Figure 1. Cells by drive strength.
Drawn at 4 px/um.
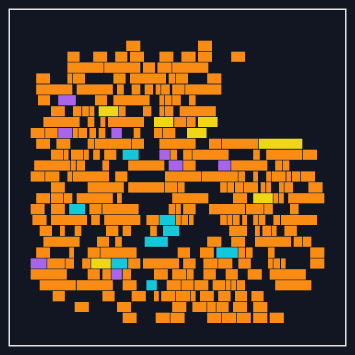
Figure 2. Placed cells, one color a class.
Drawn at 6 px/um.
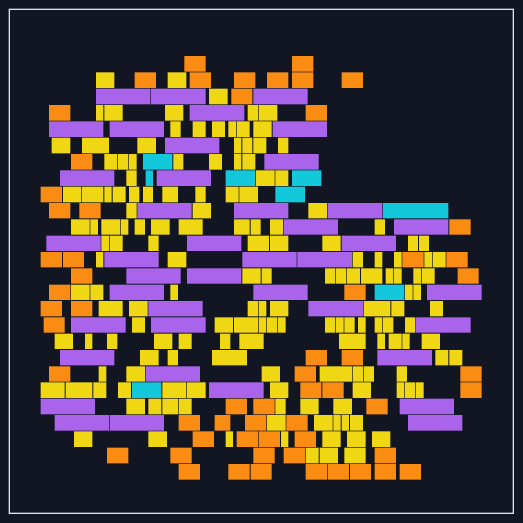
## config.mk

```make
export PLATFORM = sky130hd
export DESIGN_NAME = hazard_stall_ctrl
export DESIGN_NICKNAME = d
export VERILOG_FILES = /design/src/rtl/hazard_stall_ctrl.sv
export SDC_FILE = /design/constraint.sdc
export NUM_CORES = 1
export LEC_CHECK = 0
export CAP_MARGIN = 20
export CORE_MARGIN = 5
export CORE_UTILIZATION = 40
export DETAILED_ROUTE_END_ITERATION = 8
export PLACE_DENSITY = 0.73
export SYNTH_ARGS = -nofsm -noshare
export SYNTH_HDL_FRONTEND = slang
export SYNTH_SLANG_ARGS = --single-unit
```

## constraint.sdc

```tcl
create_clock -name clk -period 5.5 [get_ports clk]
set_input_delay 1.1 -clock clk [delete_from_list [all_inputs] [get_ports clk]]
set_output_delay 1.1 -clock clk [all_outputs]
set_load 0.01 [all_outputs]
```

## src/rtl/hazard_stall_ctrl.sv

```systemverilog
// hazard_stall_ctrl: load-use and multiply/divide hilo hazard detection with stall generation and stall counting
//   clk, reset (async, active-high)
//   id_rs, id_rt, id_uses_rt            : decode-stage sources
//   ex_memtoreg, ex_regwrite, ex_rw      : EX-stage load/writeback info
//   md_start, md_is_div, id_reads_hilo   : mult/div issue and hilo reads from decode
//   stall_id, stall_ex                   : freeze IF/ID, bubble into EX
//   md_busy, md_done                     : unit running, one-cycle completion pulse
//   stall_count                          : saturating count of stalled cycles
module hazard_stall_ctrl #(
  parameter int MULT_CYCLES = 32,
  parameter int DIV_CYCLES  = 34
) (
  input  logic        clk,
  input  logic        reset,
  input  logic [4:0]  id_rs,
  input  logic [4:0]  id_rt,
  input  logic        id_uses_rt,
  input  logic        ex_memtoreg,
  input  logic        ex_regwrite,
  input  logic [4:0]  ex_rw,
  input  logic        md_start,
  input  logic        md_is_div,
  input  logic        id_reads_hilo,
  output logic        stall_id,
  output logic        stall_ex,
  output logic        md_busy,
  output logic        md_done,
  output logic [31:0] stall_count
);
  typedef enum logic [1:0] {IDLE, RUN, DONE} state_t;
  state_t      state_q;
  logic [5:0]  cnt_q;
  logic        busy_q, done_q;
  logic [31:0] stall_count_q;
  logic        lu, hh;
  logic [5:0]  load;
  assign lu   = ex_memtoreg && ex_regwrite && ex_rw != 5'd0 &&
                (ex_rw == id_rs || (id_uses_rt && ex_rw == id_rt));
  assign hh   = state_q == RUN && (id_reads_hilo || md_start);
  assign load = md_is_div ? 6'(DIV_CYCLES - 1) : 6'(MULT_CYCLES - 1);
  assign stall_id    = lu || hh;
  assign stall_ex    = lu || hh;
  assign md_busy     = busy_q;
  assign md_done     = done_q;
  assign stall_count = stall_count_q;
  // IDLE and DONE share the start decision: a start held through RUN is accepted in DONE
  always_ff @(posedge clk or posedge reset)
    if (reset) begin
      state_q       <= IDLE;
      cnt_q         <= '0;
      busy_q        <= 1'b0;
      done_q        <= 1'b0;
      stall_count_q <= '0;
    end else begin
      stall_count_q <= (stall_id && ~&stall_count_q) ? stall_count_q + 32'd1 : stall_count_q;
      case (state_q)
        RUN:
          if (cnt_q == 6'd0) begin
            state_q <= DONE;
            busy_q  <= 1'b0;
            done_q  <= 1'b1;
          end else cnt_q <= cnt_q - 6'd1;
        default: begin
          done_q <= 1'b0;
          if (md_start && !lu) begin
            state_q <= RUN;
            cnt_q   <= load;
            busy_q  <= 1'b1;
          end else state_q <= IDLE;
        end
      endcase
    end
endmodule

```

==> GITHUB_STEP_SUMMARY <==
### Metrics collected by this job

| Metric | Value |
|---|---|
| Final setup skew | 0.002858 ns |
| Clock network area share | 0.03997 |
| Hold crit path type | reg2reg |
| Top cells by area | dfrtp_1, xnor2_1, xor2_1 |
| Clock slew at reported path FFs | 0.07 ns |
| Dominant kind of combinational cell | simple AND/OR/NAND/NOR gates |
| Drt first-iter violations | 32 |
| Port Buf Inserts | 58 |
| Setup TNS | 0 ns |
| Avg WL per Cell | 14.71 um |
| Flop count | 41 |
| Top cells by count | dfrtp_1, xnor2_1, nand2_1 |
| Drt via density | 5.261 |
| Pre-antenna DRT Iters | 5 |
| Well Taps | 70 |
| Capture point of the worst path | stall_ex |
| Yosys warning tally | 0 |
| Die width | 83.78 um |
| Top-Level Pins | 59 |
| Worst setup EP type | output port |
| Final cycle utilization of the critical path | 0.7623 |
| Fp_density | 0.4183 |
| Cell Pwr Density | 331.9 nW/um^2 |
| Worst R2R Path Depth | 6 |
| MaxCap Viol Count | 0 |
| Initial antenna violation count | 0 |
| Status | finished clean |
| Routability cong. | 0.7628 |
| Synth Instances | 212 |
| Critical path's slowest cell | clkdlybuf4s50_1 |
| # fillers | 461 |
| Nonclk inv count | 7 |
| Fin. Hold Viols | 0 |
| Largest net degree at the start of global routing | 42 |
| Chip Area, Yosys | 2177 um^2 |
| Most frequent logic cell in the layout | clkdlybuf4s50_1 |
| CTS buffer count | 5 |
| Most used cell, CP | clkdlybuf4s50_1 |
| Rows | 26 |
| Number of enable flip-flop cells | 0 |
| Flip-flop and latch area | 1026 um^2 |
| Hold path start | md_busy$_DFFE_PP0P_ |
| MUX share of area | 0.005172 |
| Post-synth seq share | 0.4713 |
| Data buffer area share | 0.2020 |
| Comb area share | 0.3666 |
| R2r setup slk | 3.01 ns |
| RSZ-0062 raised after global routing | no |
| Post-Layout Cell Count | 341 |
| Share of post-route cells with drive strength above 1 | 0.08487 |
| Routed wire length | 5017 um |
| Sequential cell area share | 0.3524 |
| Die Y | 83.78 um |
| CP Depth | 7 |
| Post-synth cell types | 41 |
| Tot Pwr | 0.0009662 W |
| Critical-path maximum fanout | 7 |
| Synthesized area per cell | 10.27 um^2 |
| Slew @ Worst Pin | 0.8262 ns |
| Hold path endpoint | md_busy$_DFFE_PP0P_ |
| N_diodes | 0 |
| Worst r2r dst | stall_count[27]$_DFFE_PP0P_ |
| Post-CTS Hold Buffers | 0 |
| Maximum vdd drop | 0.2898 mV |
| Post-Synth Adder-Cell Area | 0.01724 |
| XOR/XNOR Area Share | 0.1609 |
| Worst-Skew Late Latency | 0.30 ns |
## Picture notes: Figure 1
| color | size | cells | share |
|---|---|---|---|
| orange | x1 and smaller | 248 | 92% |
| yellow | x6 and larger | 7 | 2.6% |
| purple | x2 | 8 | 3.0% |
| cyan | x3 and x4 | 8 | 3.0% |

## Picture notes: Figure 2
| color | class | cells | share of their area |
|---|---|---|---|
| orange | remaining buffers and delay cells | 59 | 21% |
| cyan | clock drivers and dummy loads | 8 | 4.1% |
| purple | sequential cells | 41 | 36% |
| yellow | remaining logic cells | 163 | 39% |

-- routing by layer --
metal,wire [um],track usage
met5,0,0
met4,111,0.05556
met3,178,0.03554
met2,2527,0.2401
met1,2199,0.1909
-- registers in the layout, indices dropped and copies added (netlist names) --
| signal | count |
|---|---|
| stall_count | 32 |
| cnt_q | 6 |
| state_q | 2 |
| md_busy | 1 |
-- power breakdown --
part           switching (W)  internal (W)  total, W
logic               0.000141      0.000158  0.000299
registers          0.0000580      0.000358  0.000416
clock network       0.000104      0.000148  0.000252
total               0.000303      0.000663  0.000966
-- worst reg2reg max path: cells and delay by family (launching register included) --
family / cells / cell delay, ns
XOR/XNOR: 1 / 0.15
AND-OR/OR-AND: 2 / 0.49
AND/OR/NAND/NOR: 3 / 1.36
flip-flops: 1 / 0.39
Power and IR drop assume default switching activity.
